--- src/rtl/fec_pkg.sv ---
// Shared state encoding and rate table for the FEC block controller.
package fec_pkg;

  localparam int unsigned NUM_RATES = 7;

  typedef enum logic [2:0] {
    StIdle,
    StData,
    StTail,
    StParity,
    StDone
  } fec_state_e;

  // One row of the rate table: block length K, parity count P, RS bypass, puncturing select.
  typedef struct packed {
    logic [6:0] k;
    logic [4:0] p;
    logic       bypass;
    logic [1:0] punct;
  } rate_entry_t;

  // Index 0 is the rightmost element.
  localparam rate_entry_t [NUM_RATES-1:0] RATE_TABLE = {
    rate_entry_t'{k: 7'd108, p: 5'd12, bypass: 1'b0, punct: 2'd3},
    rate_entry_t'{k: 7'd96,  p: 5'd12, bypass: 1'b0, punct: 2'd2},
    rate_entry_t'{k: 7'd72,  p: 5'd8,  bypass: 1'b0, punct: 2'd3},
    rate_entry_t'{k: 7'd48,  p: 5'd16, bypass: 1'b0, punct: 2'd1},
    rate_entry_t'{k: 7'd36,  p: 5'd4,  bypass: 1'b0, punct: 2'd3},
    rate_entry_t'{k: 7'd24,  p: 5'd8,  bypass: 1'b0, punct: 2'd1},
    rate_entry_t'{k: 7'd12,  p: 5'd0,  bypass: 1'b1, punct: 2'd0}
  };

endpackage

--- src/rtl/fec_rate_lut.sv ---
// Combinational rate-table lookup: rate id to block parameters plus a valid flag.
module fec_rate_lut (
  input  logic [3:0] rate_id_i,
  output logic [6:0] k_o,
  output logic [4:0] p_o,
  output logic       bypass_o,
  output logic [1:0] punct_o,
  output logic       valid_o
);
  import fec_pkg::*;

  localparam logic [3:0] NumRatesId = 4'(NUM_RATES);

  rate_entry_t entry;

  always_comb begin
    entry   = '0;
    valid_o = 1'b0;
    if (rate_id_i < NumRatesId) begin
      valid_o = 1'b1;
      entry   = RATE_TABLE[rate_id_i[2:0]];
    end
  end

  assign k_o      = entry.k;
  assign p_o      = entry.p;
  assign bypass_o = entry.bypass;
  assign punct_o  = entry.punct;

endmodule

--- src/rtl/fec_ctrl.sv ---
// FEC block controller: passes K-1 MAC bytes to the RS encoder, appends a zero tail byte,
// then requests P parity bytes. Optional abort input when FEC_CTRL_ABORT_EN is defined.
module fec_ctrl (
  input  logic       clk,
  input  logic       reset,
`ifdef FEC_CTRL_ABORT_EN
  input  logic       abort,
`endif
  input  logic       start,
  input  logic [3:0] cfg_rate_id,
  input  logic [7:0] in_data,
  input  logic       in_valid,
  output logic       in_ready,
  output logic [7:0] rs_data,
  output logic       rs_valid,
  input  logic       rs_ready,
  output logic       rs_par_en,
  output logic       rs_bypass,
  output logic [1:0] cc_punct_id,
  output logic       busy,
  output logic       done,
  output logic       err
);
  import fec_pkg::*;

  logic [6:0] lut_k;
  logic [4:0] lut_p;
  logic       lut_bypass;
  logic [1:0] lut_punct;
  logic       lut_valid;

  fec_rate_lut u_rate_lut (
    .rate_id_i (cfg_rate_id),
    .k_o       (lut_k),
    .p_o       (lut_p),
    .bypass_o  (lut_bypass),
    .punct_o   (lut_punct),
    .valid_o   (lut_valid)
  );

  fec_state_e state_q, state_d;
  logic [6:0] cnt_q, cnt_d;
  logic [6:0] k_m1_q, k_m1_d;
  logic [4:0] p_q, p_d;
  logic       busy_q, busy_d;
  logic       done_q, done_d;
  logic       err_q, err_d;
  logic       par_en_q, par_en_d;
  logic       bypass_q, bypass_d;
  logic [1:0] punct_q, punct_d;
  logic [6:0] cnt_inc;
  logic       abort_act;

`ifdef FEC_CTRL_ABORT_EN
  assign abort_act = abort && (state_q != StIdle);
`else
  assign abort_act = 1'b0;
`endif

  assign cnt_inc = cnt_q + 7'd1;

  // Abort blocks any handshake in its cycle so no byte is lost mid-transfer.
  always_comb begin
    in_ready = 1'b0;
    rs_valid = 1'b0;
    rs_data  = 8'h00;
    case (state_q)
      StData: begin
        in_ready = rs_ready & ~abort_act;
        rs_valid = in_valid & ~abort_act;
        rs_data  = in_data;
      end
      StTail: begin
        rs_valid = ~abort_act;
      end
      default: begin
      end
    endcase
  end

  always_comb begin
    state_d  = state_q;
    cnt_d    = cnt_q;
    k_m1_d   = k_m1_q;
    p_d      = p_q;
    bypass_d = bypass_q;
    punct_d  = punct_q;
    err_d    = 1'b0;

    case (state_q)
      StIdle: begin
        if (start) begin
          if (lut_valid) begin
            state_d  = StData;
            cnt_d    = '0;
            k_m1_d   = lut_k - 7'd1;
            p_d      = lut_p;
            bypass_d = lut_bypass;
            punct_d  = lut_punct;
          end else begin
            err_d = 1'b1;
          end
        end
      end
      StData: begin
        if (in_valid && in_ready) begin
          cnt_d = cnt_inc;
          if (cnt_inc == k_m1_q) begin
            state_d = StTail;
            cnt_d   = '0;
          end
        end
      end
      StTail: begin
        if (rs_ready) begin
          state_d = (p_q != '0) ? StParity : StDone;
        end
      end
      StParity: begin
        if (rs_ready) begin
          cnt_d = cnt_inc;
          if (cnt_inc == {2'b00, p_q}) begin
            state_d = StDone;
            cnt_d   = '0;
          end
        end
      end
      StDone: begin
        state_d = StIdle;
      end
      default: begin
        state_d = StIdle;
      end
    endcase

    if (abort_act) begin
      state_d = StIdle;
      cnt_d   = '0;
    end

    // Block configuration is only presented while a block is in flight.
    if (state_d == StIdle) begin
      bypass_d = 1'b0;
      punct_d  = 2'd0;
    end

    busy_d   = (state_d != StIdle);
    done_d   = (state_d == StDone);
    par_en_d = (state_d == StParity);
  end

  always_ff @(posedge clk) begin
    if (reset) begin
      state_q  <= StIdle;
      cnt_q    <= '0;
      k_m1_q   <= '0;
      p_q      <= '0;
      busy_q   <= 1'b0;
      done_q   <= 1'b0;
      err_q    <= 1'b0;
      par_en_q <= 1'b0;
      bypass_q <= 1'b0;
      punct_q  <= 2'd0;
    end else begin
      state_q  <= state_d;
      cnt_q    <= cnt_d;
      k_m1_q   <= k_m1_d;
      p_q      <= p_d;
      busy_q   <= busy_d;
      done_q   <= done_d;
      err_q    <= err_d;
      par_en_q <= par_en_d;
      bypass_q <= bypass_d;
      punct_q  <= punct_d;
    end
  end

  assign busy        = busy_q;
  assign done        = done_q;
  assign err         = err_q;
  assign rs_par_en   = par_en_q;
  assign rs_bypass   = bypass_q;
  assign cc_punct_id = punct_q;

endmodule

--- config.mk ---
export PLATFORM = sky130hd
export DESIGN_NAME = fec_ctrl
export DESIGN_NICKNAME = d
export VERILOG_FILES = /design/src/rtl/fec_pkg.sv /design/src/rtl/fec_rate_lut.sv /design/src/rtl/fec_ctrl.sv
export SDC_FILE = /design/constraint.sdc
export NUM_CORES = 1
export LEC_CHECK = 0
export CAP_MARGIN = 25
export CORE_UTILIZATION = 51
export DETAILED_ROUTE_END_ITERATION = 10
export PLACE_DENSITY = 0.84
export SYNTH_ARGS = -nofsm -noshare
export SYNTH_HDL_FRONTEND = slang
export SYNTH_SLANG_ARGS = --single-unit
--- constraint.sdc ---
create_clock -name clk -period 3 [get_ports clk]
set_input_delay 0.3 -clock clk [delete_from_list [all_inputs] [get_ports clk]]
set_output_delay 0.3 -clock clk [all_outputs]
set_load 0.005 [all_outputs]
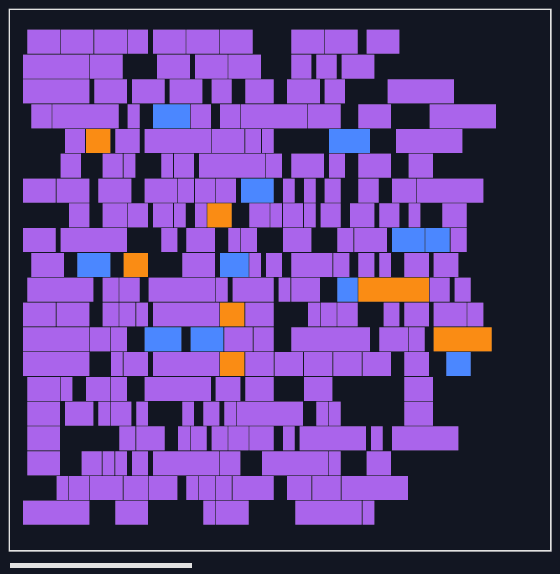
Fig. 1. Cell sizes after repair (run 1).
Scale bar: 20 microns.
blue -> _2 cells  # cells 11, share 4.9%
orange -> _3 and _4 cells  # cells 7, share 3.1%
purple -> _0 and _1 cells  # cells 205, share 92%
Signal buffers: 35
Area Growth Syn to Fin: 20.4%
cell area after layout: 0.00201 sq mm
Worst Setup Slack, final: 0.490 ns

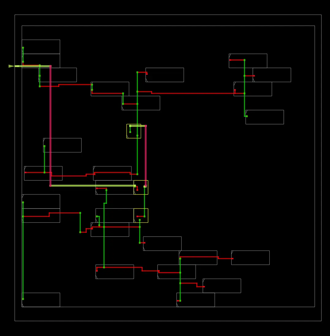
Fig. 2. Clock routing (run 1).
FFs & Latches: 26
clock-net power: 149 uW

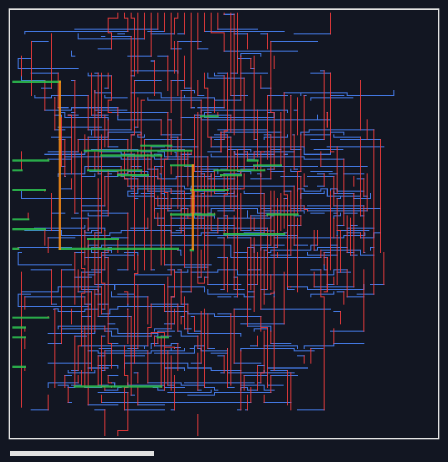
Fig. 3. Signal wires by layer (run 1).
Scale bar: 20 microns.
blue -> metal 1  # wire length 1800 microns
red -> metal 2  # wire length 1880 microns
orange -> metal 4  # wire length 34.7 microns
green -> metal 3  # wire length 150 microns
average wire per standard cell: 14.5 microns
overall routing resource usage: 24.7%

==> flow_summary.toml, run 1 <==
# physical design summary
[cells_and_area]
largest_register = "cnt_q"
final_layout_size_suffix_gt1_share_pct = 8.07
final_common_cell = "clkdlybuf4s50_1"
logic_gates = 152
reg_top3 = "cnt_q: 7 flops, k_m1_q: 6 flops"
nClkBuffers = 3
bufAreaShareNonClock_pct = 17.2

[global_routing]
busiest_layer = "met2"
grt_pass1_wl_microns = 6620
use_met2_pct = 40.1
grt_max_degree = 21
grt_pass1_vias = 1449
use_met1_pct = 34.4
antenna_found_initial = 0

[sta]
fin_hold_ws_ns = 0.509
fmax_mhz = 398
slew_headroom_pct = 48.1
skew_ns = 0.00713
hold_viol = 0
fin_crit_ns = 2.51
rsz0062_at_grt = "false"

[cts]
cts_hold_buf = 0
postCtsSetupBuffers = 0
cts_buffers = 3
postCtsResizedCells = 0
cts_buffer_depth = 2

[drt]
routed_via_density = 5.78
route.met2.wl_microns = 1880
wl_met3_microns = 149
drtAntennaViolNets = 0
dr.first_iter.drc_count = 106
routed_wl_microns = 3860
met1_length_microns = 1800
vias = 1542
drtPass1Iterations = 4

[power_and_ir_drop]
switching_share_pct = 29.0
power.density_mw_per_mm2 = 350
p_leak_nw = 0.751
pg_comb_uw = 180
seqPwrFrac_pct = 53.4

[placement]
place_congestion = 0.860
place_inst = 264
dp_slack_ns = 0.544
hpwl_microns = 2920

[logic_synthesis]
top_cells_by_count = "26 x dfxtp_1, 19 x nor2_1, 12 x nor3_1"
xor_area_share_pct = 7.71
synth_top_area_share_pct = 31.1
syn_inst = 197
synth_nets = 217
synth_adder_area_share_pct = 2.25
top_logic_kind = "simple AND/OR/NAND/NOR gates"
yosys.cell_types.count = 57
synthAoiAreaFrac_pct = 22.0
top_area_cell = "dfxtp_1"
yosys_most_used_dff = "dfxtp_1"
synth_area_per_cell_sq_um = 8.49
ys_ff = 26

[worst_setup_path]
crit_family = "simple AND/OR/NAND/NOR gates"
startpoint = "state_q[0]"
cp-start-kind = "flip-flop"
crit_chain = "nand2b_1, nor2_1, and2_1, clkdlybuf4s50_1"
endpoint_kind = "output port"
worst-path-max-fanout = 9
crit_end = "in_ready"
r2r-end = "cnt_q[2]"
critPathArrivalTime_ns = 2.21

[worst_hold_path]
min_path_cells = 2
min_to = "cc_punct_id[1]"
hold_path.startpoint = "cc_punct_id[1]"

[floorplan]
taps = 44
die_y_microns = 59.3
coreArea_sq_mm = 0.00308

[outcome]
status = "completed"
Fig. 4: run 1, nets reached from selected ports
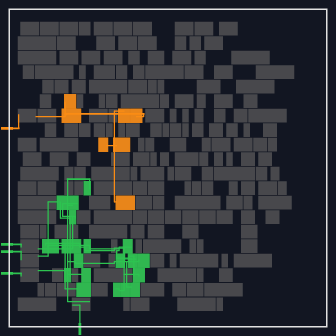

==> run 2: changes to the inputs <==
==> constraint.sdc (replaced) <==
create_clock -name clk -period 2.5 [get_ports clk]
set_input_delay 0.25 -clock clk [delete_from_list [all_inputs] [get_ports clk]]
set_output_delay 0.25 -clock clk [all_outputs]
set_load 0.005 [all_outputs]
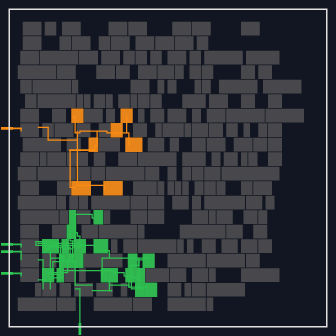
Fig. 5. Nets reached from selected ports (run 2).
orange -> rs_ready  # bits 1, direction input, end cells 7, wire 65.2 microns
green -> cfg_rate_id  # bits 4, direction input, end cells 20, wire 183 microns
Ports: 34
I/O Buffers: 33

==> flow_summary.toml, run 2 <==
# physical design summary
[outcome]
status = "completed"

[drt]
met1_length_microns = 1860
routed_wl_microns = 3870
routedWlPerCell_microns = 14.0
wl_met3_microns = 186
drtAntennaViolNets = 0

[cells_and_area]
n_all_buffers = 44
reg_top3 = "cnt_q: 7 flops, k_m1_q: 6 flops"
logic_gates = 152
numSequentialCells = 26
largest_register = "cnt_q"
final_layout_size_suffix_gt1_share_pct = 12.9
final_common_cell = "clkdlybuf4s50_1"

[sta]
skew_ns = 0.00188
fin_hold_ws_ns = 0.503
fin_ws_ns = 0.192
slew_headroom_pct = 57.5

[logic_synthesis]
yosys.cell_types.count = 57
top_cells_by_count = "26 x dfxtp_1, 19 x nor2_1, 12 x nor3_1"
yosys_most_used_dff = "dfxtp_1"
synth_area_per_cell_sq_um = 8.49
xor_area_share_pct = 7.71

[worst_setup_path]
endpoint_kind = "flip-flop"
worst-path-max-fanout = 7
cp-start-kind = "flip-flop"
crit_chain = "ha_1, or4b_1, a31oi_1, and3_2, nor4_2, a221o_1"
startpoint = "cnt_q[0]"

[placement]
place_inst = 273
hpwl_microns = 2890
dp_slack_ns = 0.194

[global_routing]
track_usage_pct = 23.1
grt_pass1_wl_microns = 6110

[cts]
cts_buffer_depth = 2
postCtsSetupBuffers = 0
cts_buffers = 3

[worst_hold_path]
min_path_cells = 2
min_to = "cc_punct_id[1]"

[floorplan]
taps = 44
die_y_microns = 59.3

[power_and_ir_drop]
pg_comb_uw = 227
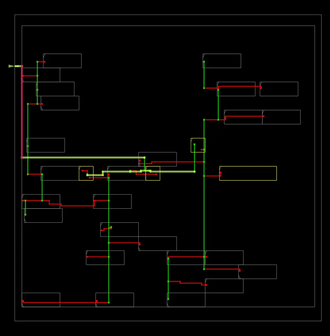
Fig. 6. Clock routing (run 2).
Clock Buffer Count: 3
Latency at later pin: 0.33 ns
CTS Sinks: 26
clock-net power: 293 uW

Power is estimated from default activity; no workload was simulated.
